==> config.mk <==
export PLATFORM = sky130hd
export DESIGN_NAME = cfu_dot_sequencer_flat
export DESIGN_NICKNAME = d
export VERILOG_FILES = /design/src/rtl/cfu_dot_sequencer_pkg.sv /design/src/rtl/cfu_dot_sequencer_if.sv /design/src/rtl/cfu_dot_sequencer_cmd_issuer.sv /design/src/rtl/cfu_dot_sequencer.sv /design/src/flat_wrapper.sv
export SDC_FILE = /design/constraint.sdc
export NUM_CORES = 1
export LEC_CHECK = 0
export ABC_AREA = 0
export CAP_MARGIN = 20
export CORE_MARGIN = 4
export CORE_UTILIZATION = 48
export CTS_BUF_LIST = sky130_fd_sc_hd__clkbuf_8
export CTS_CLUSTER_SIZE = 25
export DETAILED_ROUTE_END_ITERATION = 7
export GPL_TIMING_DRIVEN = 0
export PLACE_DENSITY = 0.82
export SKIP_CTS_REPAIR_TIMING = 1
export SLEW_MARGIN = 0
export SYNTH_ARGS = -nofsm -noshare
export SYNTH_HDL_FRONTEND = slang
export SYNTH_SLANG_ARGS = --single-unit
==> constraint.sdc <==
create_clock -name clk -period 3 [get_ports clk]
set_clock_uncertainty 0.2 [all_clocks]
set_input_delay 0.6 -clock clk [delete_from_list [all_inputs] [get_ports clk]]
set_output_delay 0.6 -clock clk [all_outputs]
set_load 0.1 [all_outputs]
==> src/rtl/cfu_dot_sequencer_pkg.sv <==
// ============================================================================
// Module : cfu_dot_sequencer_pkg
// Brief  : CFU function codes, expected response tags, codebook modes and states
// Rev    : 1.0
// ============================================================================
`default_nettype none

package cfu_dot_sequencer_pkg;

    localparam logic [6:0] c_f7_push  = 7'h10;
    localparam logic [6:0] c_f7_cb2   = 7'h20;
    localparam logic [6:0] c_f7_cb4   = 7'h28;
    localparam logic [6:0] c_f7_cb16  = 7'h38;
    localparam logic [6:0] c_f7_mac   = 7'h40;
    localparam logic [6:0] c_f7_rst   = 7'h48;
    localparam logic [6:0] c_f7_read  = 7'h50;

    localparam logic [31:0] c_tag_rst   = 32'h0000_0000;
    localparam logic [31:0] c_tag_cb2   = 32'hAABB_2202;
    localparam logic [31:0] c_tag_cb4   = 32'hAABB_4404;
    localparam logic [31:0] c_tag_cb16a = 32'hAABB_16A0;
    localparam logic [31:0] c_tag_cb16b = 32'hAABB_16B1;
    localparam logic [31:0] c_tag_push  = 32'hDEAD_0000;
    localparam logic [31:0] c_tag_mac   = 32'hABCD_0001;

    typedef enum logic [1:0] {
        CB_MODE_2   = 2'd0,
        CB_MODE_4   = 2'd1,
        CB_MODE_16  = 2'd2,
        CB_MODE_BAD = 2'd3
    } cb_mode_e;

    typedef enum logic [3:0] {
        S_IDLE   = 4'd0,
        S_RST    = 4'd1,
        S_CB     = 4'd2,
        S_CB16B  = 4'd3,
        S_WFETCH = 4'd4,
        S_PUSH   = 4'd5,
        S_AFETCH = 4'd6,
        S_MAC    = 4'd7,
        S_READ   = 4'd8,
        S_OUT    = 4'd9
    } seq_state_e;

    function automatic logic [9:0] cfu_fid(input logic [6:0] funct7);
        return {funct7, 3'b000};
    endfunction

endpackage

`default_nettype wire

==> src/rtl/cfu_dot_sequencer_if.sv <==
// ============================================================================
// Module : cfu_dot_sequencer_if
// Brief  : CFU cmd/rsp bus; master = command initiator, slave = CFU
// Rev    : 1.0
// ============================================================================
`default_nettype none

interface cfu_dot_sequencer_if;
    logic        cmd_valid;
    logic        cmd_ready;
    logic [9:0]  cmd_payload_function_id;
    logic [31:0] cmd_payload_inputs_0;
    logic [31:0] cmd_payload_inputs_1;
    logic        rsp_valid;
    logic        rsp_ready;
    logic [31:0] rsp_payload_outputs_0;

    modport master (
        output cmd_valid, cmd_payload_function_id, cmd_payload_inputs_0,
               cmd_payload_inputs_1, rsp_ready,
        input  cmd_ready, rsp_valid, rsp_payload_outputs_0
    );

    modport slave (
        input  cmd_valid, cmd_payload_function_id, cmd_payload_inputs_0,
               cmd_payload_inputs_1, rsp_ready,
        output cmd_ready, rsp_valid, rsp_payload_outputs_0
    );
endinterface

`default_nettype wire

==> src/rtl/cfu_dot_sequencer_cmd_issuer.sv <==
// ============================================================================
// Module : cfu_dot_sequencer_cmd_issuer
// Brief  : One-outstanding CFU command port: start -> cmd handshake -> rsp -> done
// Rev    : 1.0
// ============================================================================
`default_nettype none

module cfu_dot_sequencer_cmd_issuer (
    input  logic                       clk,
    input  logic                       reset,
    input  logic                       start,
    input  logic [9:0]                 fid,
    input  logic [31:0]                op0,
    input  logic [31:0]                op1,
    output logic                       done,
    output logic [31:0]                rsp_word,
    cfu_dot_sequencer_if.master        cfu
);

    logic        r_cmd_valid;
    logic        r_rsp_ready;
    logic [9:0]  r_fid;
    logic [31:0] r_op0;
    logic [31:0] r_op1;

    // Payload is latched at start and left untouched until the next start.
    always_ff @(posedge clk) begin
        if (reset) begin
            r_cmd_valid <= 1'b0;
            r_rsp_ready <= 1'b0;
            r_fid       <= '0;
            r_op0       <= '0;
            r_op1       <= '0;
        end else begin
            if (start && !r_cmd_valid && !r_rsp_ready) begin
                r_cmd_valid <= 1'b1;
                r_fid       <= fid;
                r_op0       <= op0;
                r_op1       <= op1;
            end
            if (r_cmd_valid && cfu.cmd_ready) begin
                r_cmd_valid <= 1'b0;
                r_rsp_ready <= 1'b1;
            end
            if (r_rsp_ready && cfu.rsp_valid) begin
                r_rsp_ready <= 1'b0;
            end
        end
    end

    assign cfu.cmd_valid               = r_cmd_valid;
    assign cfu.cmd_payload_function_id = r_fid;
    assign cfu.cmd_payload_inputs_0    = r_op0;
    assign cfu.cmd_payload_inputs_1    = r_op1;
    assign cfu.rsp_ready               = r_rsp_ready;
    assign done                        = r_rsp_ready && cfu.rsp_valid;
    assign rsp_word                    = cfu.rsp_payload_outputs_0;

endmodule

`default_nettype wire

==> src/rtl/cfu_dot_sequencer.sv <==
// ============================================================================
// Module : cfu_dot_sequencer
// Brief  : Sequences one clustered-weight dot-product job onto the CFU port
// Rev    : 1.0
// ============================================================================
`default_nettype none

module cfu_dot_sequencer
    import cfu_dot_sequencer_pkg::*;
#(
    parameter int GROUP_W    = 8,
    parameter int CHECK_TAGS = 1
) (
    input  logic                 clk,
    input  logic                 reset,
    input  logic                 job_valid,
    output logic                 job_ready,
    input  logic [1:0]           job_cb_mode,
    input  logic [127:0]         job_codebook,
    input  logic [GROUP_W-1:0]   job_groups,
    input  logic                 w_valid,
    output logic                 w_ready,
    input  logic [63:0]          w_data,
    input  logic                 a_valid,
    output logic                 a_ready,
    input  logic [63:0]          a_data,
    output logic                 res_valid,
    input  logic                 res_ready,
    output logic [31:0]          res_data,
    output logic                 err_tag,
    output logic                 err_mode,
    cfu_dot_sequencer_if.master  cfu
);

    seq_state_e          r_state, w_state_n;
    cb_mode_e            r_mode;
    logic [127:0]        r_cb;
    logic [GROUP_W-1:0]  r_grp_cnt;
    logic [1:0]          r_mac_cnt;
    logic [31:0]         r_op0, r_op1;
    logic [31:0]         r_res_data;
    logic                r_err_tag, r_err_mode;
    logic                r_issued;

    logic                w_is_cmd, w_start, w_done, w_tag_chk, w_mac_last, w_no_groups;
    logic [9:0]          w_cmd_fid;
    logic [31:0]         w_cmd_op0, w_cmd_op1, w_exp_tag, w_rsp_word;

    cfu_dot_sequencer_cmd_issuer u_issuer (
        .clk      (clk),
        .reset    (reset),
        .start    (w_start),
        .fid      (w_cmd_fid),
        .op0      (w_cmd_op0),
        .op1      (w_cmd_op1),
        .done     (w_done),
        .rsp_word (w_rsp_word),
        .cfu      (cfu)
    );

    // Each command state fires its command exactly once, on its first cycle.
    assign w_start     = w_is_cmd && !r_issued;
    assign w_mac_last  = (r_mode == CB_MODE_16) ? (r_mac_cnt == 2'd1) : (r_mac_cnt == 2'd3);
    assign w_no_groups = (r_grp_cnt == '0);

    always_ff @(posedge clk) begin
        if (reset) begin
            r_state    <= S_IDLE;
            r_issued   <= 1'b0;
            r_mode     <= CB_MODE_2;
            r_cb       <= '0;
            r_grp_cnt  <= '0;
            r_mac_cnt  <= '0;
            r_op0      <= '0;
            r_op1      <= '0;
            r_res_data <= '0;
            r_err_tag  <= 1'b0;
            r_err_mode <= 1'b0;
        end else begin
            r_state  <= w_state_n;
            r_issued <= (w_state_n != r_state) ? 1'b0 : (r_issued | w_start);
            case (r_state)
                S_IDLE: if (job_valid) begin
                    r_mode     <= cb_mode_e'(job_cb_mode);
                    r_cb       <= job_codebook;
                    r_grp_cnt  <= job_groups;
                    r_mac_cnt  <= '0;
                    r_res_data <= '0;
                    r_err_tag  <= 1'b0;
                    r_err_mode <= (job_cb_mode == CB_MODE_BAD);
                end
                S_WFETCH: if (w_valid) begin
                    r_op0 <= w_data[31:0];
                    r_op1 <= w_data[63:32];
                end
                S_AFETCH: if (a_valid) begin
                    r_op0 <= a_data[31:0];
                    r_op1 <= a_data[63:32];
                end
                S_MAC: if (w_done) begin
                    if (w_mac_last) begin
                        r_mac_cnt <= '0;
                        r_grp_cnt <= r_grp_cnt - GROUP_W'(1);
                    end else begin
                        r_mac_cnt <= r_mac_cnt + 2'd1;
                    end
                end
                S_READ: if (w_done) r_res_data <= w_rsp_word;
                default: ;
            endcase
            if (w_done && w_tag_chk && (w_rsp_word != w_exp_tag)) begin
                r_err_tag <= 1'b1;
            end
        end
    end

    always_comb begin
        w_state_n = r_state;
        w_is_cmd  = 1'b0;
        w_cmd_fid = cfu_fid(c_f7_rst);
        w_cmd_op0 = '0;
        w_cmd_op1 = '0;
        w_exp_tag = '0;
        w_tag_chk = 1'b0;
        job_ready = 1'b0;
        w_ready   = 1'b0;
        a_ready   = 1'b0;
        res_valid = 1'b0;
        case (r_state)
            S_IDLE: begin
                job_ready = 1'b1;
                if (job_valid) w_state_n = (job_cb_mode == CB_MODE_BAD) ? S_OUT : S_RST;
            end
            S_RST: begin
                w_is_cmd  = 1'b1;
                w_tag_chk = (CHECK_TAGS != 0);
                w_exp_tag = c_tag_rst;
                if (w_done) w_state_n = S_CB;
            end
            S_CB: begin
                w_is_cmd  = 1'b1;
                w_tag_chk = (CHECK_TAGS != 0);
                case (r_mode)
                    CB_MODE_2: begin
                        w_cmd_fid = cfu_fid(c_f7_cb2);
                        w_cmd_op0 = {16'b0, r_cb[15:0]};
                        w_exp_tag = c_tag_cb2;
                    end
                    CB_MODE_4: begin
                        w_cmd_fid = cfu_fid(c_f7_cb4);
                        w_cmd_op0 = r_cb[31:0];
                        w_exp_tag = c_tag_cb4;
                    end
                    default: begin
                        w_cmd_fid = cfu_fid(c_f7_cb16);
                        w_cmd_op0 = r_cb[31:0];
                        w_cmd_op1 = r_cb[63:32];
                        w_exp_tag = c_tag_cb16a;
                    end
                endcase
                if (w_done) begin
                    if (r_mode == CB_MODE_16) w_state_n = S_CB16B;
                    else                      w_state_n = w_no_groups ? S_READ : S_WFETCH;
                end
            end
            S_CB16B: begin
                w_is_cmd  = 1'b1;
                w_tag_chk = (CHECK_TAGS != 0);
                w_cmd_fid = cfu_fid(c_f7_cb16);
                w_cmd_op0 = r_cb[95:64];
                w_cmd_op1 = r_cb[127:96];
                w_exp_tag = c_tag_cb16b;
                if (w_done) w_state_n = w_no_groups ? S_READ : S_WFETCH;
            end
            S_WFETCH: begin
                w_ready = 1'b1;
                if (w_valid) w_state_n = S_PUSH;
            end
            S_PUSH: begin
                w_is_cmd  = 1'b1;
                w_tag_chk = (CHECK_TAGS != 0);
                w_cmd_fid = cfu_fid(c_f7_push);
                w_cmd_op0 = r_op0;
                w_cmd_op1 = r_op1;
                w_exp_tag = c_tag_push;
                if (w_done) w_state_n = S_AFETCH;
            end
            S_AFETCH: begin
                a_ready = 1'b1;
                if (a_valid) w_state_n = S_MAC;
            end
            S_MAC: begin
                w_is_cmd  = 1'b1;
                w_tag_chk = (CHECK_TAGS != 0);
                w_cmd_fid = cfu_fid(c_f7_mac);
                w_cmd_op0 = r_op0;
                w_cmd_op1 = r_op1;
                w_exp_tag = c_tag_mac;
                if (w_done) begin
                    if (!w_mac_last)                     w_state_n = S_AFETCH;
                    else if (r_grp_cnt == GROUP_W'(1))   w_state_n = S_READ;
                    else                                 w_state_n = S_WFETCH;
                end
            end
            S_READ: begin
                w_is_cmd  = 1'b1;
                w_cmd_fid = cfu_fid(c_f7_read);
                if (w_done) w_state_n = S_OUT;
            end
            S_OUT: begin
                res_valid = 1'b1;
                if (res_ready) w_state_n = S_IDLE;
            end
            default: w_state_n = S_IDLE;
        endcase
    end

    assign res_data = r_res_data;
    assign err_tag  = r_err_tag;
    assign err_mode = r_err_mode;

endmodule

`default_nettype wire

==> src/flat_wrapper.sv <==
// flat-port wrapper written by rule: the top's interface ports become plain ports
module cfu_dot_sequencer_flat import cfu_dot_sequencer_pkg::*;
#(
    parameter int GROUP_W    = 8,
    parameter int CHECK_TAGS = 1
)
  (clk, reset, job_valid, job_ready, job_cb_mode, job_codebook, job_groups, w_valid, w_ready, w_data, a_valid, a_ready, a_data, res_valid, res_ready, res_data, err_tag, err_mode, cfu_cmd_valid, cfu_cmd_payload_function_id, cfu_cmd_payload_inputs_0, cfu_cmd_payload_inputs_1, cfu_rsp_ready, cfu_cmd_ready, cfu_rsp_valid, cfu_rsp_payload_outputs_0);
  cfu_dot_sequencer_if cfu_i ();
  input  logic clk;
  input  logic reset;
  input  logic job_valid;
  output logic job_ready;
  input  logic [1:0] job_cb_mode;
  input  logic [127:0] job_codebook;
  input  logic [GROUP_W-1:0] job_groups;
  input  logic w_valid;
  output logic w_ready;
  input  logic [63:0] w_data;
  input  logic a_valid;
  output logic a_ready;
  input  logic [63:0] a_data;
  output logic res_valid;
  input  logic res_ready;
  output logic [31:0] res_data;
  output logic err_tag;
  output logic err_mode;
  output wire logic [$bits(cfu_i.cmd_valid)-1:0] cfu_cmd_valid;
  output wire logic [$bits(cfu_i.cmd_payload_function_id)-1:0] cfu_cmd_payload_function_id;
  output wire logic [$bits(cfu_i.cmd_payload_inputs_0)-1:0] cfu_cmd_payload_inputs_0;
  output wire logic [$bits(cfu_i.cmd_payload_inputs_1)-1:0] cfu_cmd_payload_inputs_1;
  output wire logic [$bits(cfu_i.rsp_ready)-1:0] cfu_rsp_ready;
  input wire logic [$bits(cfu_i.cmd_ready)-1:0] cfu_cmd_ready;
  input wire logic [$bits(cfu_i.rsp_valid)-1:0] cfu_rsp_valid;
  input wire logic [$bits(cfu_i.rsp_payload_outputs_0)-1:0] cfu_rsp_payload_outputs_0;
  assign cfu_cmd_valid = cfu_i.cmd_valid;
  assign cfu_cmd_payload_function_id = cfu_i.cmd_payload_function_id;
  assign cfu_cmd_payload_inputs_0 = cfu_i.cmd_payload_inputs_0;
  assign cfu_cmd_payload_inputs_1 = cfu_i.cmd_payload_inputs_1;
  assign cfu_rsp_ready = cfu_i.rsp_ready;
  assign cfu_i.cmd_ready = cfu_cmd_ready;
  assign cfu_i.rsp_valid = cfu_rsp_valid;
  assign cfu_i.rsp_payload_outputs_0 = cfu_rsp_payload_outputs_0;
  cfu_dot_sequencer #(.GROUP_W(GROUP_W), .CHECK_TAGS(CHECK_TAGS)) u_core (.clk(clk), .reset(reset), .job_valid(job_valid), .job_ready(job_ready), .job_cb_mode(job_cb_mode), .job_codebook(job_codebook), .job_groups(job_groups), .w_valid(w_valid), .w_ready(w_ready), .w_data(w_data), .a_valid(a_valid), .a_ready(a_ready), .a_data(a_data), .res_valid(res_valid), .res_ready(res_ready), .res_data(res_data), .err_tag(err_tag), .err_mode(err_mode), .cfu(cfu_i));
endmodule
==> summary.txt <==
initial antenna violation count -> 6
Initial Utilization -> 48.8%
top power group -> registers
worst path cell trace -> clkdlybuf4s50_1
xor/xnor share -> 0.333%
post-synthesis cell count -> 1566
DRT antenna net count -> 0
Yosys reg bits -> 313
CTS Buf Count -> 50
worst slew pin tran -> 1.08 ns
dominant logic cell type in the layout -> clkdlybuf4s50_1
GR Util met3 -> 7.81%
count of library flops with an enable pin -> 0
TritonCTS clock tree -> built
Log Warnings -> 30
YS warnings -> 0
internal power -> 7.32 mW
count leader, synth -> nand2_1
vias in the first global route -> 14098
crit path from -> u_core.u_issuer.cfu.cmd_valid$_SDFFE_PP0P_
DRC -> 9
met2 usage -> 55.3%
final period utilization -> 98.9%
Sw Pwr -> 3.77 mW
placement row count -> 60
area delta synth->final -> 42.7%
power density cells -> 591 nW/um^2
highest metal used -> met5
Hold WC Path Type -> reg2reg
final tally of hold violations -> 0
Critical-path top delay cell -> clkdlybuf4s50_1
Top logic family -> AND-OR/OR-AND gates
Mapped Area -> 13100 sq um
max-cap violations -> 0
status -> finished with violations
crit-path leading delay family -> buffers and inverters
top post-synthesis cells by count -> nand2_1 (318), dfxtp_1 (313), a21oi_1 (181)
Pwr Total -> 11.1 mW
required time of the critical path -> 2.20 ns
worst reg2reg path startpoint -> u_core.r_state[3]$_SDFF_PP0_
Reg with most FFs -> u_core.r_cb
met3 routed WL -> 5.37 mm
Seq share, synth -> 47.7%
maximum vdd drop -> 380 uV
failing checks -> DRC
Flop+latch power -> 4.61 mW
CTS Root Cell -> clkbuf_8
cell type with the largest total area -> dfxtp_1
DRT met1 WL -> 20.1 mm
Late-Pin Clk Latency -> 0.57 ns
critical path depth -> 1
Final nets -> 2344
# setup viols final -> 0
Clock Path Buffers -> 3
crit path time final -> 2.97 ns
Flop pwr share -> 41.6%
FA/HA/MAJ Cells, Area Fraction -> 0.286%
Post-DP HPWL -> 39.6 mm
fmax -> 0.337 GHz
Placer Congestion -> 0.983
Post-synth ARST share -> 0%
largest net degree at the start of global routing -> 13
htree depth -> 2
synthesis area per yosys -> 13100 sq um
syn_area_per_cell -> 8.39 sq um
GRT Residual Overflow -> 0
Crit Path Category -> reg2out
Setup crit end kind -> output port
Commonest flop -> dfxtp_1
worst r2r path cells -> 7
clk slew on worst S/H paths -> 0.07 ns
flop2flop setup slack -> 0.06 ns
end of the critical path -> cfu_cmd_valid
mux frac, synth -> 5.19%
Worst Hold End -> u_core.res_data[0]$_SDFFE_PP0P_
worst hold path depth -> 2
P_clk -> 3.70 mW
setup_tns -> 0 ns
fin. max-slew vios -> 0
LEAKAGE -> 6.39 nW
Logic power comb -> 2.79 mW
share of layout cells above drive strength 1 -> 6.57%
CTS sink count -> 313
aoi share -> 22.8%
cell type report:
class	instances	area (sq um)
well taps	341	427
flip-flops and latches	313	6270
clock buffers	65	895
diodes	4	10.0
plain buffers	153	689
inverters	7	26.3
multi-input cells	1098	6210
clock inverters	21	114
fillers	2191	8200
repair buffers	412	4120
per-stage QoR:
| stage | cells | hold WS [ns] | setup WS, ns | cell area [sq um] | utilization (%) |
|---|---|---|---|---|---|
| final | 2414 | 0.251 | 0.0316 | 18800 | 69.6 |
| after global routing | 2414 | 0.273 | -0.00926 | 18800 | 69.6 |
| after CTS | 2410 | 0.253 | -1.13 | 18700 | 69.5 |
| after detailed placement | 2324 | 0.245 | -0.510 | 17700 | 65.8 |
| after global placement | 2324 | 0.238 | -0.513 | 17700 | 65.8 |
| after floorplan | 1571 | 0.236 | -0.158 | 13200 | - |
Ports around the boundary:
Scale: 3 px per um. Pins as bars across the die edge, other pins in grey.
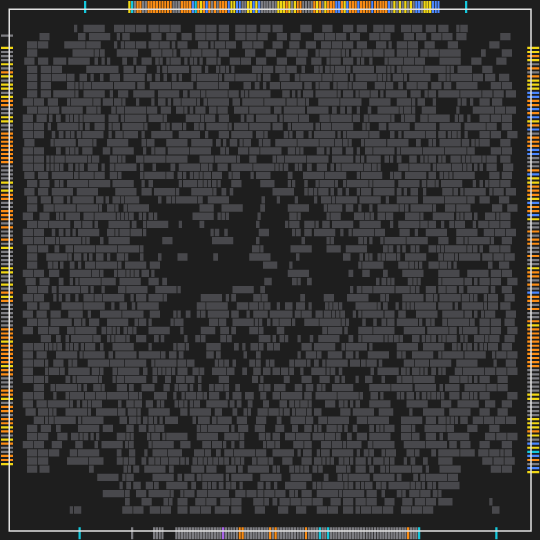
legend:
  job_codebook:
    colour: orange
    pins: 128
    direction: input
    edge: 43 top, 40 left, 39 right, 6 bottom
  a_data:
    colour: yellow
    pins: 64
    direction: input
    edge: 22 top, 21 left, 21 right
  w_ready:
    colour: purple
    pins: 1
    direction: output
    edge: bottom
  cfu_cmd_payload_function_id:
    colour: cyan
    pins: 10
    direction: output
    edge: 5 bottom, 4 top, 1 right
  cfu_cmd_payload_inputs_1:
    colour: blue
    pins: 32
    direction: output
    edge: 18 top, 14 right
all pins by edge: 115 top, 105 right, 104 left, 96 bottom
die height: 173 um
IO buf count: 412

Routed metal per tile:
Scale: 2 px per um. 35 x 35 tiles, from dark blue (low) to red (high), scaled to the fullest tile. Values are wire area over tile area, all layers added.
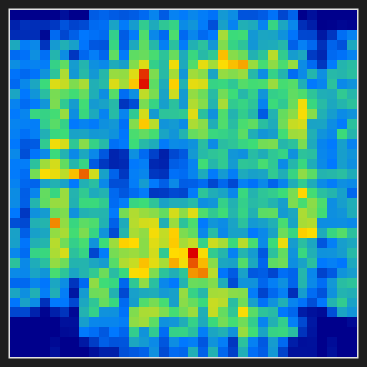
nearly empty tiles: 4.7%
mean over tiles: 0.30
fullest tile: 0.81
Total GRT Usage: 33.0%
via count: 14248
Avg WL per Cell: 21.8 um
Post-Route WL: 52.6 mm

Power figures rest on the tool's default switching activity, not on a simulated workload.
